[config.mk]
export PLATFORM = sky130hd
export DESIGN_NAME = trig_delay_gen
export DESIGN_NICKNAME = d
export VERILOG_FILES = /design/src/rtl/trig_delay_pkg.sv /design/src/rtl/trig_delay_gen.sv
export SDC_FILE = /design/constraint.sdc
export NUM_CORES = 1
export LEC_CHECK = 0
export CAP_MARGIN = 20
export CELL_PAD_IN_SITES_DETAIL_PLACEMENT = 1
export CELL_PAD_IN_SITES_GLOBAL_PLACEMENT = 1
export CORE_ASPECT_RATIO = 1.1
export CORE_UTILIZATION = 36
export DETAILED_ROUTE_END_ITERATION = 8
export PLACE_DENSITY_LB_ADDON = 0.3
export SETUP_SLACK_MARGIN = 0.5
export SLEW_MARGIN = 20
export SYNTH_ARGS = -nofsm -noshare
export SYNTH_HDL_FRONTEND = slang
export SYNTH_SLANG_ARGS = --single-unit
[constraint.sdc]
create_clock -name I_DELY_CLK -period 2.25 [get_ports I_DELY_CLK]
set_input_delay 0.225 -clock I_DELY_CLK [delete_from_list [all_inputs] [get_ports I_DELY_CLK]]
set_output_delay 0.225 -clock I_DELY_CLK [all_outputs]
set_load 0.05 [all_outputs]
[src/rtl/trig_delay_pkg.sv]
// Shared definitions for the per-DAC trigger delay generator: default widths,
// Delay_RAM read latency and the controller state encoding.
package trig_delay_pkg;

    localparam int ID_W_DEF  = 8;
    localparam int DLY_W_DEF = 16;
    localparam int RD_LAT    = 1;
    localparam int DROP_W    = 8;

    localparam logic [DROP_W-1:0] DROP_MAX = '1;

    typedef enum logic [2:0] {
        ST_IDLE,
        ST_LOOKUP,
        ST_CAPTURE,
        ST_COUNT,
        ST_FIRE
    } state_e;

endpackage

[src/rtl/trig_delay_gen.sv]
// Trigger delay generator: looks up a per-ID delay in Delay_RAM and emits a
// single-cycle fire pulse a fixed 3+D cycles after an accepted trigger.
module trig_delay_gen
    import trig_delay_pkg::*;
#(
    parameter int ID_W  = ID_W_DEF,
    parameter int DLY_W = DLY_W_DEF
) (
    input  logic              I_DELY_CLK,
    input  logic              I_Rst_n,
    input  logic              I_ENABLE,
    input  logic              I_TRIG,
    input  logic [ID_W-1:0]   I_TX_ID,
    output logic [ID_W-1:0]   O_READ_ADDR,
    input  logic [DLY_W-1:0]  I_DELAY,
    output logic              O_FIRE,
    output logic [ID_W-1:0]   O_FIRE_ID,
    output logic              O_BUSY,
    output logic [DROP_W-1:0] O_DROP_CNT
);

    state_e            state_q, state_d;
    logic [ID_W-1:0]   addr_q, addr_d;
    logic [ID_W-1:0]   id_q, id_d;
    logic [DLY_W-1:0]  cnt_q, cnt_d;
    logic [DROP_W-1:0] drop_q, drop_d;
    logic              trig_en;

    assign trig_en = I_TRIG & I_ENABLE;

    always_ff @(posedge I_DELY_CLK) begin
        if (!I_Rst_n) begin
            state_q <= ST_IDLE;
            addr_q  <= '0;
            id_q    <= '0;
            cnt_q   <= '0;
            drop_q  <= '0;
        end else begin
            state_q <= state_d;
            addr_q  <= addr_d;
            id_q    <= id_d;
            cnt_q   <= cnt_d;
            drop_q  <= drop_d;
        end
    end

    // Any enabled trigger seen while a trigger is outstanding is dropped and counted.
    always_comb begin
        state_d = state_q;
        addr_d  = addr_q;
        id_d    = id_q;
        cnt_d   = cnt_q;
        drop_d  = drop_q;

        if (trig_en && (state_q != ST_IDLE) && (drop_q != DROP_MAX)) begin
            drop_d = drop_q + 1'b1;
        end

        case (state_q)
            ST_IDLE: begin
                if (trig_en) begin
                    addr_d  = I_TX_ID;
                    id_d    = I_TX_ID;
                    state_d = ST_LOOKUP;
                end
            end
            ST_LOOKUP: begin
                state_d = I_ENABLE ? ST_CAPTURE : ST_IDLE;
            end
            ST_CAPTURE: begin
                if (!I_ENABLE) begin
                    state_d = ST_IDLE;
                end else begin
                    cnt_d   = I_DELAY;
                    state_d = (I_DELAY == '0) ? ST_FIRE : ST_COUNT;
                end
            end
            ST_COUNT: begin
                if (!I_ENABLE) begin
                    state_d = ST_IDLE;
                end else begin
                    cnt_d = cnt_q - DLY_W'(1);
                    if (cnt_q == DLY_W'(1)) begin
                        state_d = ST_FIRE;
                    end
                end
            end
            ST_FIRE: begin
                state_d = ST_IDLE;
            end
            default: begin
                state_d = ST_IDLE;
            end
        endcase
    end

    assign O_READ_ADDR = addr_q;
    assign O_FIRE      = (state_q == ST_FIRE);
    assign O_FIRE_ID   = O_FIRE ? id_q : '0;
    assign O_BUSY      = (state_q != ST_IDLE);
    assign O_DROP_CNT  = drop_q;

endmodule

**Run 1: M2 wires**

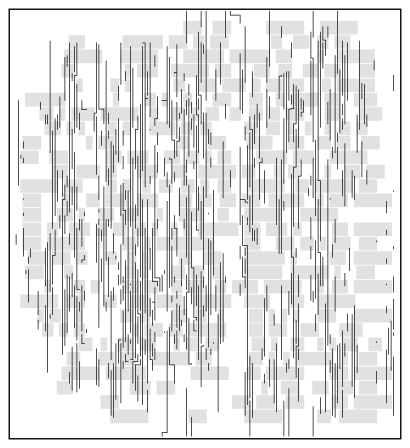
main direction: vertical
longest straight run: 38.8 µm

**Run 1: gate families picked out**

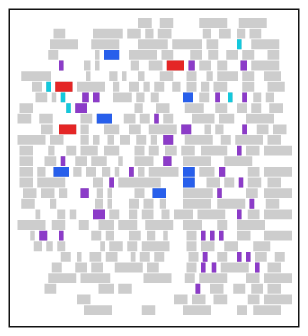
legend:
  non-inverting ao/oa cells:
    color: blue
    cells: 7
    where: center
  inv cells:
    color: cyan
    cells: 5
  fa/ha/maj cells:
    color: red
    cells: 3
  nand cells:
    color: purple
    cells: 36

**Run 1: routing congestion map**

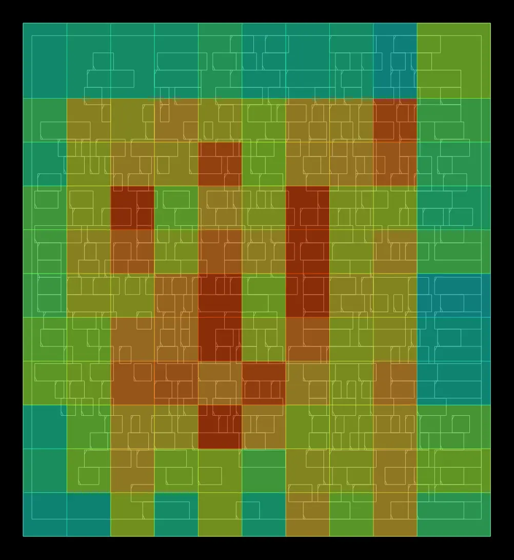
Final Util: 54.89%
met1 Track Usage GR: 26.85%
total track usage: 22.59%
post-DR wirelength/cell: 17.29 µm

==> CHANGELOG.md, run 1 <==
### Physical design

- Clock Skew: 0.007450 ns
- Ys flops: 35
- Bufs on Longest Clock Path: 2
- Min-delay src: I_TX_ID[3]
- Via count: 2082
- Post-CTS Setup Bufs: 4
- Overall power consumption: 1.493 mW
- Die Ht: 80.85 µm
- Reg-to-Reg End: cnt_q[15]
- Worst slew margin: 61.68%
- Post-synth EDFFs: 0
- Critical Path Fanout Max: 5
- # rows: 28
- DRC Markers: 0
- Worst setup EP type: flip-flop
- Area after DPL: 2776 µm²
- Top area contributor share: 34.44%
- Mapped Avg Cell Area: 8.621 µm²
- Setup Total Neg Slack: 0 ns
- Grt total ovfl: 0
- Hold path endpoint: id_q[3]
- RSZ-0062 raised after global routing: true
- Startpoint types: flip-flop
- # diodes: 0
- CTS tree: done
- Reg-to-reg startpoint: cnt_q[7]
- Dominant logic cell types in the final layout: clkdlybuf4s50_1 (36), dfxtp_1 (30), nand2_1 (24), nor2_1 (15)
- Clk slew on worst S/H paths: 0.08 ns
- Area grow syn2layout: 45.57%
- Floorplan net count: 267
- Share of layout cells above drive strength 1: 19.87%
- H-tree depth: 2
- Die area: 5956 µm²
- Hold Path Class: primary input to flip-flop
- Post-CTS sizing: 6
- Final Non-Filler Cells: 372
- Crit path DAT: 1.92 ns
- Vias in the first global route: 2115
- Cycle use final: 77.06%
- WS Path Type: flip-flop to flip-flop
- Core Util at FP: 37.71%
- Worst Setup SP: cnt_q[7]
- Synth Seq Share: 34.44%
- Largest net degree at the start of global routing: 24
- Worst vdd rail ir drop: 267.7 µV
- Final wirelength: 6433 µm
- FF+latch area: around 710 µm²
- Top cells by count, synth: dfxtp_1 (35), nand2_1 (24), and2_1 (16), nor2_1 (16), a21boi_0 (12)
- Commonest Layout Cell: clkdlybuf4s50_1
- Tool warnings: 29
- Post-Place Cells: 360
- Synth cell types: 59
- Yosys top cell by area: dfxtp_1
- Setup violations, final: 0
- Reg2Reg Setup Slack: 0.52 ns
- Commonest flop: dfxtp_1
- Final Hold Viols: 0
- YS warnings: 0
- Gate Area: ~1300 µm²
- Slew Limit Fails: 0
- Status: finished, final reports clean
- Yosys cell count: 236
- Asr flop ratio synth: 0%
- Core area: 5395 µm²
- Max-Cap Viols: 0
- Initial antenna violation count: 0
- I/O Buffers: roughly 53
- Most frequent cell after synthesis: dfxtp_1
- Clk sinks: 35
- Fin crit period: 1.734 ns
- Static Leak: 1.142 nW
- Worst-margin pin slew: 0.5738 ns
- Global placement routability congestion: 0.8542
==> run 1: layer usage <==
metal | part of all wire [%] | GRT usage [%] | routed length (µm)
met5 | 0 | 0 | 0
met4 | 1.6 | 7.885 | 106
met3 | 4.5 | 4.591 | 291
met2 | 50 | 40.00 | 3191
met1 | 44 | 26.85 | 2842
==> run 1: stage by stage <==
step	hold slack [ns]	setup WS (ns)	util [%]
floorplan	0.3699	0.4600	-
global placement	0.4654	0.3124	51.46
detailed placement	0.4809	0.1550	51.46
CTS	0.4896	0.5008	54.17
global route	0.5108	0.4740	54.89
finish	0.4869	0.5162	54.89
==> run 1: cell type report <==
cell class | count | area share (%)
Inverter | 5 | 0.6337
Sequential cell | 35 | 23.87
Clock inverter | 2 | 1.183
Tap cell | 75 | 3.169
Multi-Input combinational cell | 184 | 44.53
Timing Repair Buffer | 65 | 23.83
Clock buffer | 6 | 2.788
==> run 1: critical path: stages, from the launching register on <==
cell and delay, ns:
dfxtp_1 0.37, or4_4 0.63, nor4_2 0.34, and4_1 0.24, nor3_2 0.05
==> run 1: state kept, by name, summed over array words and instances (netlist names) <==
register    cells
cnt_q          16
O_DROP_CNT      8
state_q         3
id_q            8
==> run 1: report_power, final <==
group          internal (mW)  switching (mW)  total (mW)
sequential             0.634          0.0176       0.651
combinational          0.107           0.122       0.229
clock                  0.359           0.254       0.613
==> run 1: cell families (layout without fill, tap and decap cells) <==
group / after synthesis / count (layout) / synth area share, %
compound gates: 59 / 59 / 22.70
xor+xnor: 6 / 6 / 2.583
fa+ha+maj: 3 / 3 / 1.845
buf+inv: 17 / 78 / 3.444
flops: 35 / 35 / 34.44
mux: 2 / 2 / 0.9840
simple gates: 114 / 114 / 34.01
**Run 1: signal wires on met3**

The bar under the picture is 20 µm long.
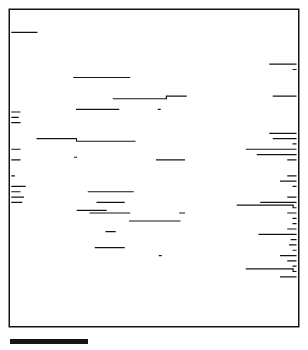

--- run 2 (diff from run 1) ---
Clock period 2.25 ns to 1.8 ns, I/O delays scaled along.
**Run 2: signal wires on met3**

The bar under the picture is 20 µm long.
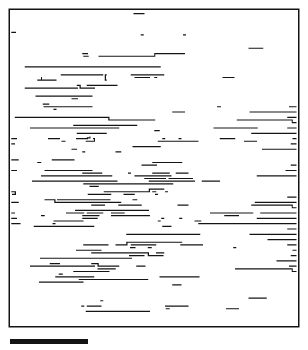
share of all routed wire: 8.3%
nets with wire on the layer: 101
main direction: horizontal
longest straight run: 34.5 µm
wire length on this layer: 1020 µm

==> run 2 against run 1 <==
  * The run now ends with negative setup slack left
  * Area after synthesis unchanged
  * Final area up 33%
  * Total power up 27%
  * Wire length up 92%
  * Die size unchanged
  * Clock-buffer cell count unchanged
  * Critical path type unchanged
  * Critical endpoint is now cnt_q[8]
  * Largest cell class unchanged
==> CHANGELOG.md, run 2 <==
### Physical design

- Status: finished, violations left
- Violated checks: negative setup slack
- Fin crit period: 1.832 ns (+0.09851 ns)
- Yosys Chip Area: slightly above 2000 µm²
- Final Cell Area: between 3000 and 4000 µm²
- Clk power: 628 µW (+2%)
- Clock Skew: 0.008389 ns (+0.0009398 ns)
- Worst-margin pin slew: 0.4469 ns (-0.1270 ns)
- Global placement routability congestion: 0.8450 (-1.1%)
- Clock buffers: 6 (unchanged)
- Reg-to-Reg End: cnt_q[8]
- Reg2Reg Setup Slack: -0.03 ns (-0.55 ns)
- Inverters: 5 (unchanged)
- I/O Buffers: 53 (unchanged)
- Post-Place Cells: 367 (+1.9%)
- Synth cell types: 59 (unchanged)
- Most frequent cell after synthesis: dfxtp_1
- Post-synth EDFFs: 0 (unchanged)
- Floorplan net count: 267 (unchanged)
- Final wirelength: 12350 µm (+92%)
- H-tree depth: 2 (unchanged)
- Critical Path Fanout Max: 4 (-1)
- Largest net degree at the start of global routing: 21 (-13%)
- YS warnings: 0 (unchanged)
- 1st-iter DRT viols: ~170
- # diodes: 0 (unchanged)
- Overall power consumption: 1.891 mW (+27%)
- Width of the die: 73.68 µm
- Setup Total Neg Slack: -0.03233 ns (-0.03233 ns)
- Worst vdd rail ir drop: 341.9 µV (+28%)
- Max reg flops: 16 (unchanged)
- Final Util: 72.96% (+18 points)
- Top cells by count, synth: dfxtp_1 (35), nand2_1 (24), and2_1 (16), nor2_1 (16), a21boi_0 (12)
- Via count: 2759 (+33%)
- Core area: 5395 µm² (unchanged)
- Repair and plain buffers: 118 (+82%)
- Hold WS: 0.4725 ns (-0.01436 ns)
- Comb. pwr: 457 µW (+100%)
- Comb pwr share: 24.1% (+8.8 points)
- RSZ-0062 raised after global routing: true
- Commonest Layout Cell: buf_4
- Min-delay src: I_TX_ID[1]
- Final worst slack: -0.03233 ns (-0.5485 ns)
- Initial antenna violation count: 0 (unchanged)
- Sw frac: 31.46% (+5.1 points)
- Netlist area before placement: approximately 2000 µm²
- Gate Area: 1682 µm² (+28%)
- # rows: 28 (unchanged)
- First drt pass iteration count: 4
- Clk slew on worst S/H paths: 0.08 ns (about the same)
- Switching power: 594.9 µW (+51%)
- Cycle use final: 101.8% (+25 points)
- Post-DR wirelength/cell: 29.06 µm (+68%)
- Comb area share: 42.72% (-1.8 points)
- Synthesized instance count: approximately 240
- Pre-CTS setup slack: -0.1154 ns (-0.2704 ns)
- Register share of total power: 42.6% (-1.0 points)
- DRC Markers: 0 (unchanged)
- Flop share of the area: 19.20% (-4.7 points)
- CTS tree: done
- Top pwr grp: registers
- Max-Cap Viols: 0 (unchanged)
- Worst Setup SP: cnt_q[5]
- Final Hold Viols: 0 (unchanged)
- Tool warnings: 30 (+3.4%)
- Die Ht: 80.85 µm (unchanged)
- Flop count: 35 (unchanged)
- Startpoint types: flip-flop
- Bufs on Longest Clock Path: 2 (unchanged)
- Worst setup EP type: flip-flop
- Clk sinks: 35 (unchanged)
- Grt total ovfl: 0 (unchanged)
- Signal buffers share of area: 32.87% (+9.0 points)
- Hold Path Class: primary input to flip-flop
- Area grow syn2layout: 93.48%
- Comb gates: 185 (+0.54%)
- Area after DPL: 2980 µm² (+7.3%)
- WS Path Type: flip-flop to flip-flop
- Hold_buf cts: 0
- ClkCell Share: 2.225% (-1.7 points)
- TritonCTS Buffers: 5
- Yosys cell count: 236 (unchanged)
- Setup violations, final: 1 (+1)
- Die area: 5956 µm² (unchanged)
- Mapped Avg Cell Area: 8.621 µm² (unchanged)
- Clk pwr share: 33.2% (-7.8 points)
- Vias in the first global route: 2683 (+27%)
- Slew Limit Fails: 0 (unchanged)
- Share of layout cells above drive strength 1: 57.14% (+37 points)
- Reg-to-reg startpoint: cnt_q[5]
- Synth Seq Share: 34.44% (unchanged)
- # Taps: 75 (unchanged)
- Top area contributor share: 34.44% (unchanged)
- Dominant logic cell types in the final layout: buf_4 (42), clkdlybuf4s50_1 (25), buf_12 (18)
- Internal: 1.296 mW (+18%)
- Worst slew margin: 69.82% (+8.1 points)
- Asr flop ratio synth: 0% (unchanged)
- Largest register by flop count: cnt_q
- Final Non-Filler Cells: 425 (+14%)
- Yosys top cell by area: dfxtp_1
- P_seq: 806 µW (+24%)
- Commonest flop: dfxtp_1
- Core Util at FP: 37.71% (unchanged)
- Ys flops: 35 (unchanged)
- Max-area cell class: combinational gates
- Filler instances: 543
- Total track usage: 35.85% (+13 points)
- Crit path DAT: 2.03 ns (+0.11 ns)
- Static Leak: 1.475 nW (+29%)
- Fmax achieved: 0.5458 GHz
- FF+latch area: 755.7 µm² (+6.9%)
**Run 2: sequential cells grouped by signal name**

Other sequential cells in the stronger gray, the rest of the logic in the fainter gray.
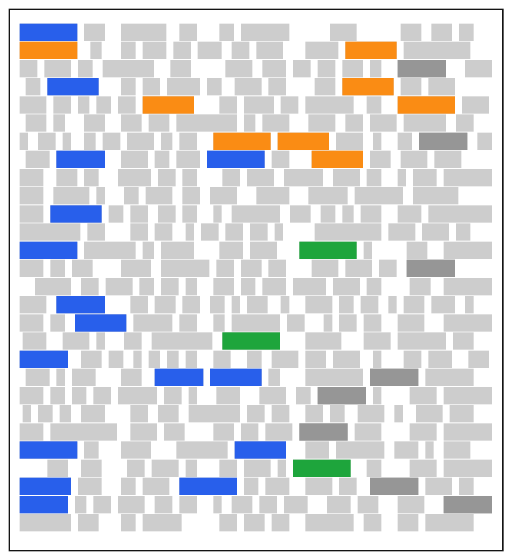
legend:
  `cnt_q`:
    color: blue
    flops: 16
  `state_q`:
    color: green
    flops: 3
  `O_DROP_CNT`:
    color: orange
    flops: 8
not colored: 8

[run 2: cell types whose count changed in the layout (fill, tap and decap cells not counted), moves of 4 or more]
cell	delta
dfxtp_4	+11
clkdlybuf4s50_1	-11
dfxtp_1	-17
buf_6	+11
nor2_1	-4
buf_4	+30
nand2_2	+11
clkdlybuf4s15_2	+13
dfxtp_2	+6
nand2_1	-13
a21boi_0	-11
a21boi_2	+8
buf_12	+10
[run 2: routing by layer]
| metal | vias to the layer above | global-route usage [%] | share of wire (%) |
|---|---|---|---|
| met3 | 85 | 7.072 | 8.3 |
| met1 | 1324 | 39.85 | 34 |
| met4 | 0 | 20.77 | 7.5 |
| met5 | - | 0 | 0 |
| met2 | 221 | 63.03 | 50 |
| li1 | 1129 | - | - |
[run 2: repair_timing]
action	CTS	global route
hold endpoints to repair	0	0
gates cloned	2	0
gates resized	106	62
setup endpoints to repair	61	48
buffers inserted	32	17
pin swaps	36	44
[run 2: critical path, stage by stage (launching register included)]
cell,delay [ns]
dfxtp_2,0.36
nor4_4,0.47
a31oi_1,0.24
or4_4,0.46
a32oi_1,0.21
[run 2: worst min-delay path by stage]
| stage | slack (ns) | to | cells after the start |
|---|---|---|---|
| final | 0.47 | id_q[1] | 3 |
| after global routing | 0.50 | id_q[7] | 3 |
| after CTS | 0.46 | id_q[3] | 3 |
| after detailed placement | 0.48 | O_DROP_CNT[6] | 2 |
| after global placement | 0.46 | O_DROP_CNT[6] | 2 |
| after floorplan | 0.32 | id_q[2] | 2 |
[run 2: logic make-up (layout without fill, tap and decap cells)]
family	Yosys count	after routing	synth area share [%]
AOI/OAI and AO/OA	59	59	22.70
DFF	35	35	34.44
muxes	2	2	0.9840
buffers and inverters	17	130	3.444
and+or+nand+nor	114	115	34.01
xor gates and xnor gates	6	6	2.583
adders and majority gates	3	3	1.845
Power and IR drop assume default switching activity.
